**Run 1: placement view**

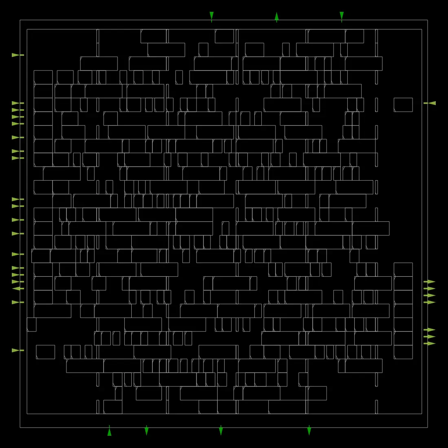
**Run 1: cell sizes after repair**

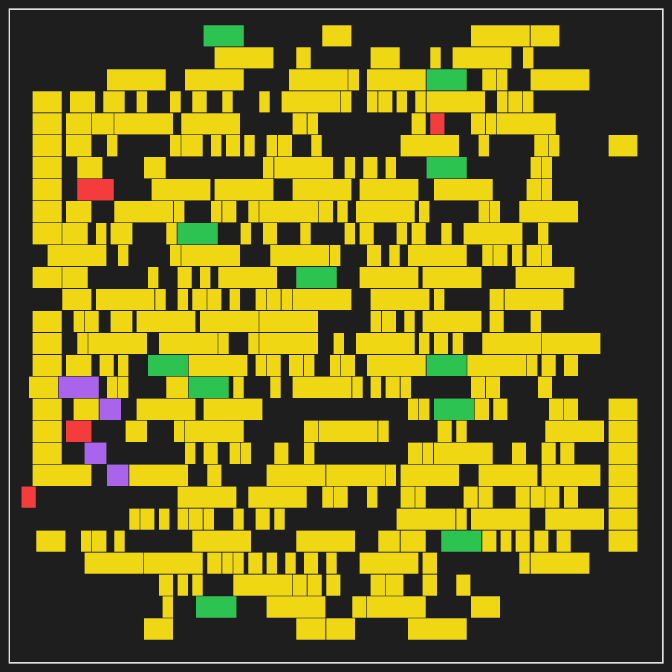
**Run 1: sequential cells colored by netlist name**

The bar under the picture is 20 µm long. Other sequential cells in the stronger gray, the rest of the logic in the fainter gray.
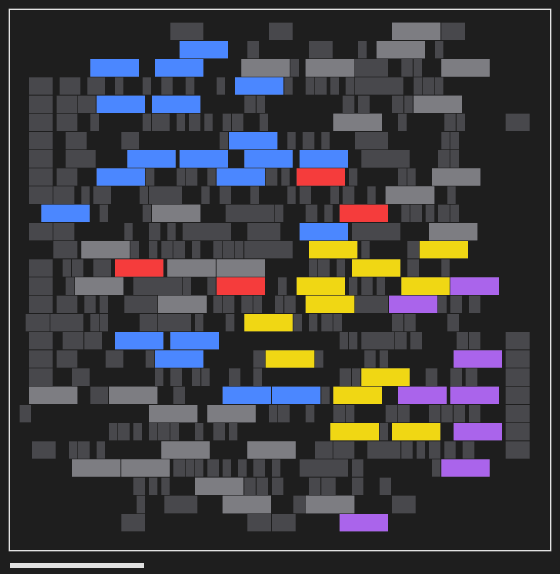
Design pipelined_adder_flat, sky130hd; sources not shown.
==> summary.txt, run 1 <==
Results of the implementation run.

The part of the total power dissipated in combinational logic is 6.9%. The CTS report gives the tree buffer count as 9. The tally of filler cells in the layout is 624.

The multi-input combinational area share is 36.8%. The maximum number of pins on one net before global-route repair came out at 81. The floorplan-stage core utilization came out at 46.8%. For this design the top-level I/O count stands at 34. The post-synthesis chip area from yosys came out at 2790 µm². The final net count came out at 373. met3 track demand over resource after global routing is 3.41%. The critical path's slowest cell is sky130_fd_sc_hd__clkdlybuf4s50_1.

The length of routed wiring on met1 is 2310 µm. TritonCTS built the clock tree. The fraction of power spent switching nets came out at 22.3%. Counting pins that exceed their max-slew limit in the final report gives 0. Once the clock tree was built, the setup fixing pass inserted 0 buffers. The clock insertion delay at the later pin of the skew report came out at 0.34 ns. The total number of clock tree sinks is 71. After layout the clock buffers and inverters come to 5.10% of cell area. The clock group power came out at 0.000424 W.

The count of different cell masters after synthesis is 22. Summing the sequential cell areas from Yosys gives 51.0% of the chip area. The tally of max-capacitance violations is 0. The data required time of the worst path is 3.35 ns. The sum of met2 wire segment lengths after detailed routing is 2260 µm. The total of buffers placed on input and output ports came out at 33.

The fraction of the cycle the final worst path needs is 83.6%. The top cell type's share of synthesized area is 51.0%. The global-route track usage on met2 is 25.9%. The tool warning count for the run is 26.

The finished layout holds 421 standard cells, fillers aside. Setup repair after global routing left no endpoint under its margin. In the synthesized netlist the dominant register cell turns out to be sky130_fd_sc_hd__dfxtp_1. Once iteration 0 of detailed routing completed, the report listed 137 DRC markers. In the final layout, the share of cells above drive strength 1 is 5.49%. The number of global-route vias before repair came out at 1896. The synthesis-to-finish area growth came out at 15.2%. The flow reports power dissipated in combinational cells as 0.0000804 W. The internal power contribution is 0.000904 W. The main area contributors are sky130_fd_sc_hd__dfxtp_1, sky130_fd_sc_hd__nand2_1, sky130_fd_sc_hd__a21oi_1. The adder-cell share of the synthesized area came out at 5.74%.

The number of logic stages on the critical path including buffering came out at 4. The count of multi-input gates is 224. In the post-route analysis, the smallest setup slack over all paths is 0.754 ns.

The number of nets in the synthesized netlist is 353. The overflow left after global routing is 0. The run finished with clean final reports.

The final routed DRC violation total is 0. The timing report notes that buffer and inverter cells on the critical path total 2. The data arrival time of the critical path is 2.60 ns. The slew at the pin with the worst max-slew slack is 0.756 ns. There are 71 flip-flops and latches. The largest share of the power goes to registers. The most common logic cell in the final layout is sky130_fd_sc_hd__nand2_1. The number of buffers between clock root and the deepest sink came out at 2. The aggregate negative setup slack came out at 0 ns. The compound-cell area share of the yosys netlist is 15.3%. The area of the multi-input gates is 1180 µm². The mapped netlist covers 2790 µm². The detailed router used layers up to and including met4.

The count of placed standard cells including taps is 407. The highest net fanout along the worst path came out at 2. The number of antenna cells inserted is 0. The share of synthesized area spent on multiplexers is 0%. The global routing usage summed across all routing layers is 17.0%.

The worst hold slack across all endpoints came out at 0.351 ns. The cell group occupying the most layout area is registers. The number of warnings printed during yosys synthesis came out at 6. The half-perimeter wire length after detailed placement came out at 2870 µm. The non-clock inverters instantiated in the layout total 1. The residual antenna-violating net count after detailed routing came out at 0. The number of endpoints with negative hold slack in the final report is 0. The timing report attributes the biggest portion of critical-path delay to buffers and inverters.

The library cells used most frequently in the layout, excluding fill and tap cells, are sky130_fd_sc_hd__nand2_1, sky130_fd_sc_hd__dfxtp_1, sky130_fd_sc_hd__a21oi_1, sky130_fd_sc_hd__clkdlybuf4s50_1, sky130_fd_sc_hd__clkbuf_8. Per the detail_route report, routed wire per instance is 11.6 µm. Sorting the Yosys area breakdown by cell type puts at the top sky130_fd_sc_hd__dfxtp_1.

The synthesized area divided by synthesized cell count is 8.63 µm². The synthesis stat section lists a flop and latch total of 71. The initial antenna violation count is 0. The clock share of power is 36.4%. The relative contribution of sequential cells to total power came out at 56.7%.

Along the worst hold path, the cell count comes to 2. The final wirelength came out at 4870 µm. The highest ir drop seen on vdd is 175 µV. By instance count, the cell type seen most on the critical path is sky130_fd_sc_hd__clkdlybuf4s50_1. The setup path with the least slack is of type primary input to output port. The xor/xnor cell area share of the yosys netlist came out at 2.83%. The synthesized netlist was found by Yosys to have 323 cells. The amount of wire on met3 after detailed routing is 168 µm. The largest family of logic cells by area is simple AND/OR/NAND/NOR gates. The number of flops mapped to enable cells by yosys is 0. The post-layout total power is 0.00116 W.

The worst slew margin relative to its limit is 49.6%. Counting I/O delays and the setup requirement, the final critical path takes 3.85 ns. The delay of the slowest critical-path stage is 0.66 ns. The static leakage power came out at 1.18 nW. The fraction of area in non-clock buffers is 10.8%.

Buffers inserted to repair hold after CTS numbered 0. The number of clock-tree buffers in the layout came out at 13. The routing usage on met1 is 21.7%.

Clock tree synthesis selected as its root buffer the cell sky130_fd_sc_hd__clkbuf_8. STA classifies the critical path endpoint as an output port. The setup violation total in the final timing report is 0.

The floorplan die area came out at 6520 µm². The post-CTS resize count is 0. The height of the chip came out at 80.7 µm.

The total power per unit cell area came out at 362 nW/µm². The via count is 2070. STA reports the tightest min-delay check as being of type flop to flop. For the worst flop-to-flop path, the logic depth is 5. The launching element type of the critical path is a primary input. The number of vias per cell after detailed routing came out at 4.92.

The fmax is 0.260 GHz. The area share of and/or/nand/nor cells after synthesis is 18.1%. Per STA, the worst path is made up of clkdlybuf4s50_1 -> nor2b_4 -> nor2_1 -> clkdlybuf4s50_1. Setup slack on the worst path after placement came out at 0.739 ns. The die boundary width is 80.7 µm.

The area of placed instances is 3050 µm². The count of standard-cell rows came out at 28. The power report puts the net switching power at 0.000259 W. The register clock-pin slew on the reported worst setup and hold paths came out at 0.07 ns. The count of mapped cells out of synthesis is 323. The tap cell instance count came out at 75.

The fraction of registers with async set or reset after synthesis came out at 0%.
Notes on 'placement view' above:
register fraction of the total cell area: 44.2%
Core ar.: 5960 µm²

Notes on 'cell sizes after repair' above:
Key: yellow = x1 and smaller [cells 327]; green = x6 and larger [cells 11]; red = x2 [cells 4]; purple = x3 and x4 [cells 4]
fin area: 3210 µm²
Non-Clock Buffer Count: 36

Notes on 'sequential cells colored by netlist name' above:
Key: yellow = u_core/g_stage.g_next.done_reg [flops 12]; blue = u_core/g_stage.bx_reg [flops 20]; purple = u_core/bus.s [flops 8]; red = u_core/g_stage.carry_reg [flops 4, where center]
Another 27 sequential cells are not colored.
storage element area: 1420 µm²
Final Core Density: 53.9%
Flop+latch power: 0.000659 W

==> run 2: changes to the inputs <==
==> constraint.sdc (replaced) <==
create_clock -name clk -period 4 [get_ports clk]
set_clock_uncertainty 0.1 [all_clocks]
set_input_delay 1 -clock clk [delete_from_list [all_inputs] [get_ports clk]]
set_output_delay 1 -clock clk [all_outputs]
set_load 0.02 [all_outputs]
**Run 2: cell sizes after repair**

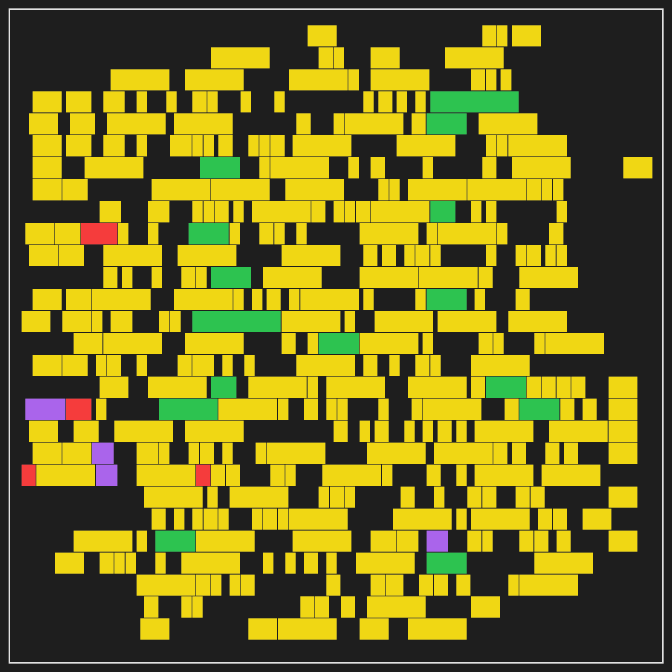
Key: yellow = x1 and smaller [cells 325]; red = x2 [cells 4]; green = x6 and larger [cells 15]; purple = x3 and x4 [cells 4]
fin area: 3290 µm²
synth-to-layout area growth: 17.9%

==> run 2 against run 1 <==
Effect of this change:
- synthesized cell count stayed put
- area after synthesis stayed put
- first-iteration DRC count is 5.8% higher
- wire length is 1.3% higher
- largest cell class unchanged
- global-route usage is 0.41 points lower
- clock power is 52% higher
- flip-flop count stayed put
- design area is 2.4% higher
- highest routed layer unchanged
==> summary.txt, run 2 <==
Results of the implementation run.

The data required time of the worst path came out at 2.90 ns. The number of ordinary inverters in the final layout came out at 1. The highest clock rate this design can be run at is 0.280 GHz. Looking at the power breakdown, sequential logic takes 50.6% of the total. The maximum number of pins on one net before global-route repair is 72. On the worst path, the slowest cell contributes a delay of 0.66 ns. For the final routed database, the setup TNS stands at 0 ns. According to the floorplan log, the row count is 28. The number of buffers inserted by post-CTS setup repair came out at 0. The count of flip-flops and latches came out at 71. The met3 capacity usage during global routing came out at 4.09%. The floorplan-stage core utilization is 46.8%. Per the detail_route log, the uppermost layer with routed signals is met4.

The final core area utilization came out at 55.2%. The internal power of the cells totals 0.00116 W. For reference, the critical path cell chain is clkdlybuf4s50_1 -> nor2b_4 -> nor2_1 -> clkdlybuf4s50_1.

The critical path's slowest stage uses the library cell sky130_fd_sc_hd__clkdlybuf4s50_1. The number of vias per cell after detailed routing is 4.88. The post-layout total power came out at 0.00150 W. The hold buffer count at CTS came out at 0. The number of global-route vias before repair was 1817. The xor/xnor cell area share of the yosys netlist came out at 2.83%. Before any placement, the netlist area is recorded as 2790 µm². The most common logic cells in the final layout are sky130_fd_sc_hd__nand2_1, sky130_fd_sc_hd__dfxtp_1, sky130_fd_sc_hd__a21oi_1, sky130_fd_sc_hd__clkdlybuf4s50_1. The number of nets in the synthesized netlist came out at 353.

The half-perimeter wire length after detailed placement came out at 2930 µm. The number of flops mapped to enable cells by yosys came out at 0. The worst path meets setup with 0.430 ns of slack. The worst hold path stage count is 2. The worst slew margin relative to its limit is 52.2%. The layout cell share with drive strength beyond 1 is 6.61%. The tally of max-capacitance violations is 0. The die boundary width came out at 80.7 µm.

The run finished with clean final reports. The count of cells along the worst register-to-register path is 5. The final report lists a non-filler cell total of 423. The number of warnings printed during yosys synthesis is 6. Power spread over the standard cell area amounts to 455 nW/µm².

The root cell of the clock tree is sky130_fd_sc_hd__clkbuf_8. The largest part of the power goes to registers. Hold-check failures listed in the final report amount to 0.

The power dissipated in combinational cells is 0.0000935 W. Buffers inserted during clock tree synthesis total 9. The compound-cell area share of the yosys netlist came out at 15.3%. According to the floorplan report, the total die area is 6520 µm².

The overflow left after global routing came out at 0. The total buffers and inverters traversed by the critical path came out at 2. The synthesis stat section lists a flop and latch total of 71. The switching power of the nets came out at 0.000337 W. The tap cell instance count came out at 75. The minimum period implied by the final worst setup slack came out at 3.57 ns.

The adder-cell share of the synthesized area is 5.74%. The highest net fanout along the worst path is 2. The sum of met2 wire segment lengths after detailed routing is 2150 µm. At the later pin of the worst-skew pair, clock insertion delay measures 0.34 ns. The post-synthesis cell count from yosys is 323. The part of the total power dissipated in combinational logic is 6.3%. The detailed router put a total of 2500 µm of wire on met1. The critical path endpoint category is an output port. The count of mapped cells out of synthesis came out at 323. The worst hold slack across all endpoints is 0.351 ns. Total global-route track usage over all layers is 16.6%. The count of multi-input gates came out at 224. The post-CTS resize count is 0.

Summing all placed instances gives a cell area of 3060 µm². The residual antenna-violating net count after detailed routing came out at 0. The slew at the pin with the worst max-slew slack came out at 0.717 ns.

The sequential-cell power consumption came out at 0.000757 W. The global-route track usage on met2 came out at 24.0%. The routing usage on met1 is 22.2%. Of all flip-flops after synthesis, the portion carrying an async set or reset was 0%. Pin placement for this block handled 34 I/O pins. The stage logs contain a warning count of 26. The top cell type's share of synthesized area is 51.0%.

Summing all flip-flop and latch instances after layout gives 1420 µm². Per the layout area report, the sequential fraction of cell area is 43.2%. The count of different cell masters after synthesis came out at 22. Per the OpenROAD timing report, the critical path contains 4 cells. In this run the VDD rail shows a maximum IR drop of 201 µV. The initial antenna violation count is 0. For reference, the mux area share after synthesis is 0%. Buffers placed on the I/O ports in this run total 33. Setup repair after global routing left no endpoint under its margin. The net count of the finished layout is 373.

The via count is 2066. Yosys shows that the main logic family after synthesis is simple AND/OR/NAND/NOR gates. The number of clock-tree buffers in the layout came out at 10. The non-clock buffer instance count of the final layout is 36.

The DRC violation total left in the routed layout is recorded as 0. The post-synthesis chip area from yosys is 2790 µm². Per STA, the library cell used most along the worst path is sky130_fd_sc_hd__clkdlybuf4s50_1.
Power figures rest on the tool's default switching activity, not on a simulated workload.
